Fig. 1: metal 1
Scale bar: 20 um. Supply wires on this layer in gray.
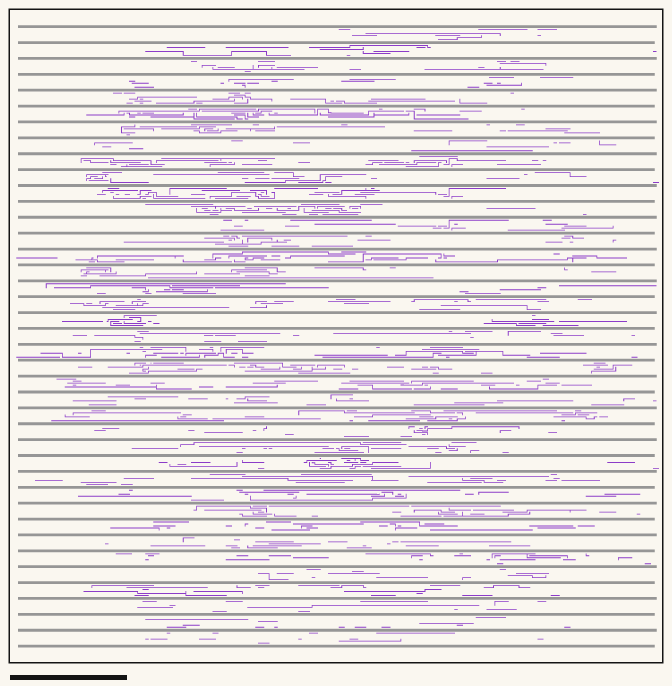
Fig. 2: M2 wires
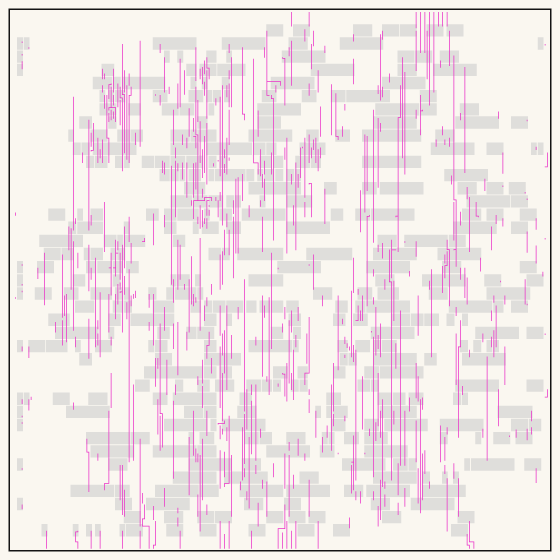
Fig. 3: signal wires on met3
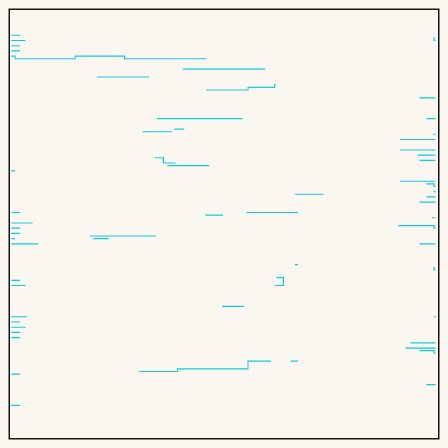
--- config.mk ---
export PLATFORM = sky130hd
export DESIGN_NAME = ew_pattern_gen
export DESIGN_NICKNAME = d
export VERILOG_FILES = /design/src/rtl/ew_pattern_gen.sv
export SDC_FILE = /design/constraint.sdc
export NUM_CORES = 1
export LEC_CHECK = 0
export CAP_MARGIN = 10
export CELL_PAD_IN_SITES_DETAIL_PLACEMENT = 0
export CELL_PAD_IN_SITES_GLOBAL_PLACEMENT = 2
export CORE_MARGIN = 1
export CORE_UTILIZATION = 29
export CTS_CLUSTER_SIZE = 14
export DETAILED_ROUTE_END_ITERATION = 7
export PLACE_DENSITY_LB_ADDON = 0.1
export SETUP_SLACK_MARGIN = 0.05
export SLEW_MARGIN = 25
export SYNTH_ARGS = -nofsm -noshare
export SYNTH_HDL_FRONTEND = slang
export SYNTH_SLANG_ARGS = --single-unit
--- constraint.sdc ---
create_clock -name serdesclk -period 2 [get_ports serdesclk]
set_input_delay 0.4 -clock serdesclk [delete_from_list [all_inputs] [get_ports serdesclk]]
set_output_delay 0.4 -clock serdesclk [all_outputs]
set_load 0.01 [all_outputs]
--- src/rtl/ew_pattern_gen.sv ---
// ew_pattern_gen -- event-window test-pattern generator.
//
// Once started, waits for an event-window marker (ewm). Each accepted marker
// opens a window of hit_count hit words that are written into the event-window
// FIFO. Writes stall while the FIFO reports full. Each window finishes with a
// one-cycle ew_done pulse carrying the window size in 64-bit beats.
//
// Ports:
//   serdesclk              sole clock, all state on posedge
//   serdes_reset           asynchronous active-high reset
//   pattern_en             level enable; 0 parks the generator in IDLE
//   axi_start_on_serdesclk one-cycle start pulse (IDLE only); zeroes the tag counter
//   ewm                    one-cycle event-window marker
//   hit_count[7:0]         hit words per window, sampled with the accepted ewm
//   ew_fifo_full           backpressure; no write while high
//   curr_ewfifo_wr         ping-pong buffer select, toggles on every accepted window
//   ew_done                one-cycle end-of-window pulse
//   ew_ovfl                markers were dropped during this window (valid with ew_done)
//   ew_fifo_we             write strobe
//   ew_fifo_data           write data: {0.., tag[15:0], word index/header}
//   ew_size                window size in 64-bit beats (valid with ew_done)
//   ew_tag                 tag of the current window
//
// Configuration:
//   PATTERN_HEADER_EN      when defined, each window starts with a header word
//                          {tag, 16'hEEEE}
//   DIGI_BITS, EVENT_SIZE_BITS, SPILL_TAG_BITS set the output widths (defaulted here).

`ifndef DIGI_BITS
`define DIGI_BITS 32
`endif
`ifndef EVENT_SIZE_BITS
`define EVENT_SIZE_BITS 16
`endif
`ifndef SPILL_TAG_BITS
`define SPILL_TAG_BITS 8
`endif

module ew_pattern_gen (
  input  logic                          serdesclk,
  input  logic                          serdes_reset,
  input  logic                          pattern_en,
  input  logic                          axi_start_on_serdesclk,
  input  logic                          ewm,
  input  logic [7:0]                    hit_count,
  input  logic                          ew_fifo_full,
  output logic                          curr_ewfifo_wr,
  output logic                          ew_done,
  output logic                          ew_ovfl,
  output logic                          ew_fifo_we,
  output logic [`DIGI_BITS-1:0]         ew_fifo_data,
  output logic [`EVENT_SIZE_BITS-1:0]   ew_size,
  output logic [`SPILL_TAG_BITS-1:0]    ew_tag
);

  typedef enum logic [1:0] {
    IDLE  = 2'd0,
    ARMED = 2'd1,
    WRITE = 2'd2,
    DONE  = 2'd3
  } state_t;

  state_t                        state_q, state_d;
  logic [7:0]                    n_q, n_d;
  logic [8:0]                    idx_q, idx_d;
  logic [`SPILL_TAG_BITS-1:0]    tag_cnt_q, tag_cnt_d;
  logic [`SPILL_TAG_BITS-1:0]    ew_tag_q, ew_tag_d;
  logic                          wr_sel_q, wr_sel_d;
  logic                          done_q, done_d;
  logic                          ovfl_q, ovfl_d;
  logic                          we_q, we_d;
  logic [`DIGI_BITS-1:0]         data_q, data_d;
  logic [`EVENT_SIZE_BITS-1:0]   size_q, size_d;

  // Total words in the window (hit words plus optional header) and the
  // content of the word at the current index.
  logic [8:0]                    total_words;
  logic [9:0]                    words_plus1;
  logic [`DIGI_BITS-1:0]         cur_word;

  always_comb begin
`ifdef PATTERN_HEADER_EN
    total_words = {1'b0, n_q} + 9'd1;
`else
    total_words = {1'b0, n_q};
`endif
    words_plus1 = {1'b0, idx_q} + 10'd1;

    cur_word        = '0;
    cur_word[31:16] = 16'(ew_tag_q);
`ifdef PATTERN_HEADER_EN
    // Index 0 is the header; hit word k sits at index k+1.
    if (idx_q == 9'd0) cur_word[15:0] = 16'hEEEE;
    else               cur_word[15:0] = 16'(idx_q - 9'd1);
`else
    cur_word[15:0] = 16'(idx_q);
`endif
  end

  always_comb begin
    state_d   = state_q;
    n_d       = n_q;
    idx_d     = idx_q;
    tag_cnt_d = tag_cnt_q;
    ew_tag_d  = ew_tag_q;
    wr_sel_d  = wr_sel_q;
    done_d    = 1'b0;
    ovfl_d    = ovfl_q;
    we_d      = 1'b0;
    data_d    = data_q;
    size_d    = size_q;

    unique case (state_q)
      IDLE: begin
        if (axi_start_on_serdesclk && pattern_en) begin
          state_d   = ARMED;
          tag_cnt_d = '0;
          ew_tag_d  = '0;
        end
      end

      ARMED: begin
        if (!pattern_en) begin
          state_d = IDLE;
        end else if (ewm) begin
          state_d  = WRITE;
          n_d      = hit_count;
          ew_tag_d = tag_cnt_q;
          wr_sel_d = ~wr_sel_q;
          idx_d    = '0;
          ovfl_d   = 1'b0;
        end
      end

      WRITE: begin
        if (ewm) begin
          ovfl_d    = 1'b1;
          tag_cnt_d = tag_cnt_q + 1'b1;
        end
        // idx counts words already written, so it equals W once the window
        // is complete; DONE follows the cycle the last write is visible.
        if (idx_q == total_words) begin
          state_d = DONE;
          done_d  = 1'b1;
          size_d  = `EVENT_SIZE_BITS'(words_plus1 >> 1);
        end else if (!ew_fifo_full) begin
          we_d   = 1'b1;
          data_d = cur_word;
          idx_d  = idx_q + 9'd1;
        end
      end

      DONE: begin
        // End-of-window increment plus one more for a marker dropped here.
        tag_cnt_d = tag_cnt_q + 1'b1 + (ewm ? 1'b1 : 1'b0);
        if (ewm) ovfl_d = 1'b1;
        state_d = pattern_en ? ARMED : IDLE;
      end

      default: state_d = IDLE;
    endcase
  end

  always_ff @(posedge serdesclk or posedge serdes_reset) begin
    if (serdes_reset) begin
      state_q   <= IDLE;
      n_q       <= '0;
      idx_q     <= '0;
      tag_cnt_q <= '0;
      ew_tag_q  <= '0;
      wr_sel_q  <= 1'b0;
      done_q    <= 1'b0;
      ovfl_q    <= 1'b0;
      we_q      <= 1'b0;
      data_q    <= '0;
      size_q    <= '0;
    end else begin
      state_q   <= state_d;
      n_q       <= n_d;
      idx_q     <= idx_d;
      tag_cnt_q <= tag_cnt_d;
      ew_tag_q  <= ew_tag_d;
      wr_sel_q  <= wr_sel_d;
      done_q    <= done_d;
      ovfl_q    <= ovfl_d;
      we_q      <= we_d;
      data_q    <= data_d;
      size_q    <= size_d;
    end
  end

  assign curr_ewfifo_wr = wr_sel_q;
  assign ew_done        = done_q;
  assign ew_ovfl        = ovfl_q;
  assign ew_fifo_we     = we_q;
  assign ew_fifo_data   = data_q;
  assign ew_size        = size_q;
  assign ew_tag         = ew_tag_q;

endmodule
==> flow_metrics.py <==
# Metrics from the implementation run
metrics = {
    "drt": {
        "detailedRoute.firstIterationViolations": 90,
        "route.detailed.vias_per_inst": 4.56,
        "wl_met1_um": 4310,
        "topRoutingLayerUsed": "met4",
        "post-route-drc-count": 5,
        "met3_length_um": 389,
        "met2_wirelength_um": 3320,
        "route.detailed.wl_per_inst_um": 14.4,
        "drtAntennaViolNets": 0,
        "detail_route.first_pass.iterations": 8,
        "drt_wl_total_um": 8100,
    },
    "synth": {
        "syn_area_um2": 3490,
        "flop_cell": "sky130_fd_sc_hd__dfrtp_1",
        "ys_area_um2": 3490,
        "ys_sh_aoi": 0.138,
        "async_reset_ff_frac": 1.00,
        "synth.top_cell.area_share": 0.466,
        "ys.warnings.count": 0,
        "synth_top_cell_by_count": "sky130_fd_sc_hd__dfrtp_1",
        "muxShareOfSynthArea": 0.102,
        "synth_flops": 65,
        "ys_seq_share": 0.466,
        "synth_stat.cells": 320,
        "postSynthCellCount": 320,
        "synth_cell_type_count": 54,
        "area_leader_netlist": "sky130_fd_sc_hd__dfrtp_1",
        "ys_sh_simple": 0.133,
        "adder_share": 0.0287,
        "synth-xor-area-share": 0.0524,
        "synth.avg_cell_area_um2": 10.9,
        "flip_flops_with_a_built_in_enable": 0,
        "post_synth_main_logic_family": "AND-OR/OR-AND gates",
    },
    "final_timing": {
        "fin_crit_ns": 1.86,
        "fmax_mhz": 539,
        "setup_tns_ns": 0,
        "share_of_the_cycle_needed_by_the_critical_path_after_routing": 0.928,
        "rsz_0062_raised_after_global_routing": "yes",
        "worst_slew_margin_rel": 0.564,
        "setup_viol_count_final": 0,
        "number_of_failing_hold_endpoints_at_the_final_stage": 0,
        "tightest_slew_ns": 0.652,
        "finalClockSkew_ns": 0.00900,
        "timing_max_transition_violations_final": 0,
    },
    "power_and_ir_drop": {
        "finalPower_w": 0.00582,
        "power.sequential.fraction": 0.314,
        "peakVddDrop_uv": 518,
        "switching_share": 0.337,
        "leakagePower_nw": 2.16,
        "switching_power_w": 0.00196,
        "power_frac_clock": 0.272,
        "p_int_w": 0.00386,
        "p_comb_frac": 0.414,
        "power_density_nw_per_um2": 1230,
    },
    "worst_hold_path": {
        "worstHoldStart": "ew_size[7]",
        "whs_endpoint": "ew_size[7]",
        "worst_hold_path_type": "reg -> reg",
        "min_delay_path_depth": 2,
    },
    "setup_path": {
        "worst_ep_required_time_ns": 2.25,
        "crit_path_end_kind": "flop",
        "critical_path.cell_chain": "ha_2, and3_4, nand3_1, xnor2_2, nand3_2, or3_1, o211ai_1",
        "cp_max_fo": 8,
        "worst-endpoint-arrival_ns": 2.10,
        "reg2reg_end": "tag_cnt_q[7]",
        "path_class": "reg -> reg",
        "cell_count_of_the_worst_reg_to_reg_path": 7,
        "critPathCapture": "tag_cnt_q[7]",
        "setup_slack_reg_to_reg_ns": 0.14,
        "crit_path_top_delay_cell": "sky130_fd_sc_hd__dfrtp_1",
        "worst_r2r_startpoint": "tag_cnt_q[0]",
    },
    "layout": {
        "area.growth.synth_to_final_pct": 35.8,
        "most_common_logic_cells_in_the_final_layout": "sky130_fd_sc_hd__dfrtp_1, sky130_fd_sc_hd__clkdlybuf4s50_1, sky130_fd_sc_hd__buf_4, sky130_fd_sc_hd__nand2_1, sky130_fd_sc_hd__conb_1",
        "share_of_post_route_cells_with_drive_strength_above_1": 0.256,
        "num-nets-final": 436,
        "layout_top_cell_excl_fill_tap": "sky130_fd_sc_hd__dfrtp_1",
        "antenna-diode-count": 0,
        "final_core_utilization": 0.410,
    },
    "global_route": {
        "grt.busiest_layer": "met1",
        "met3_usage": 0.0376,
        "grt_use_met1": 0.210,
        "grtUsageTotal": 0.142,
        "number_of_antenna_violations_at_the_first_check_in_global_routing": 0,
        "grt-ovfl-total": 0,
        "wire_length_of_the_first_global_routing_pass_um": 13800,
        "first_global_vias": 2616,
        "gr-usage-met2": 0.197,
    },
    "flow_run": {
        "cap_viol_max_count": 0,
        "warning_count": 30,
    },
    "place": {
        "gp_congestion": 0.779,
        "hpwl_um": 5950,
    },
    "status": {
        "status": "finished with violations",
        "violations_in_the_final_reports": "DRC",
    },
    "cts": {
        "cts.repair.resized": 4,
        "cts_setup_buffers": 3,
        "worst_setup_hold_path_clk_slew_ns": 0.06,
        "holdBufCountCts": 0,
        "clock_insertion_delay_worst_skew_ns": 0.33,
        "number_of_buffers_inserted_during_clock_tree_synthesis": 9,
        "cts_htree_levels": 3,
        "cts-root-buf": "sky130_fd_sc_hd__clkbuf_16",
        "cts.path.max_buffers": 2,
        "number_of_sinks_driven_by_the_clock_tree": 65,
    },
    "floorplan": {
        "core-area_um2": 11600,
        "top_level_ports": 74,
        "die_size_um2": 12500,
        "placement_rows": 39,
        "die_x_um": 112,
        "fp-utilization": 0.302,
    },
}
## Picture notes: Fig. 1
371 nets have wire on it. The layer carries 4,310 um of wire. The wires run mostly horizontal. The longest straight run is 48.8 um. The layer holds 53% of the routed length.

## Picture notes: Fig. 2
The longest straight run is 41.0 um. 362 nets have wire on it. The layer holds 41% of the routed length.

## Picture notes: Fig. 3
The layer holds 4.8% of the routed length. The layer carries 390 um of wire. 53 nets have wire on it. The longest straight run is 22.1 um. The wires run mostly horizontal.

[power groups by stage]
stage	clock network [W]	registers, W	logic (W)
after global placement	0	0.00185	0.00228
after global routing	0.00170	0.00187	0.00266
after CTS	0.00163	0.00183	0.00238
after detailed placement	0	0.00185	0.00227
after floorplan	0	0.00186	0.00128
final	0.00158	0.00183	0.00241
[through the flow]
stage | setup slack (ns) | hold slack, ns | instance area (um2) | cells
5_1_grt | 0.0223 | 0.492 | 4740 | 561
2_1_floorplan | 0.0825 | 0.500 | 3570 | 341
6_report | 0.144 | 0.481 | 4740 | 561
3_5_place_dp | -0.0845 | 0.469 | 4370 | 543
3_3_place_gp | -0.103 | 0.464 | 4370 | 543
4_1_cts | 0.0546 | 0.479 | 4700 | 561
[layout make-up]
cell class | instances | area (um2)
Inverter | 9 | 37.5
Clock buffer | 12 | 256
Multi-Input combinational cell | 232 | 1700
Fill cell | 1146 | 6830
Sequential cell | 65 | 1630
Timing Repair Buffer | 97 | 892
Tap cell | 143 | 179
Clock inverter | 3 | 40.0
[sequential cells by signal, summed over array words and instances (netlist names), named ones only]
| register | flops |
|---|---|
| ew_done | 1 |
| ew_size | 9 |
| state_q | 1 |
| ew_ovfl | 1 |
| ew_fifo_we | 1 |
| idx_q | 9 |
| ew_tag | 8 |
| curr_ewfifo_wr | 1 |
| ew_fifo_data | 17 |
| n_q | 8 |
| tag_cnt_q | 8 |
[worst max-delay path, delay by kind of cell, from the launching register on]
kind	cells	cell delay, ns
and+or+nand+nor	4	0.82
adders and majority gates	1	0.27
AOI/OAI and AO/OA	1	0.09
DFF	1	0.36
xor gates and xnor gates	1	0.24
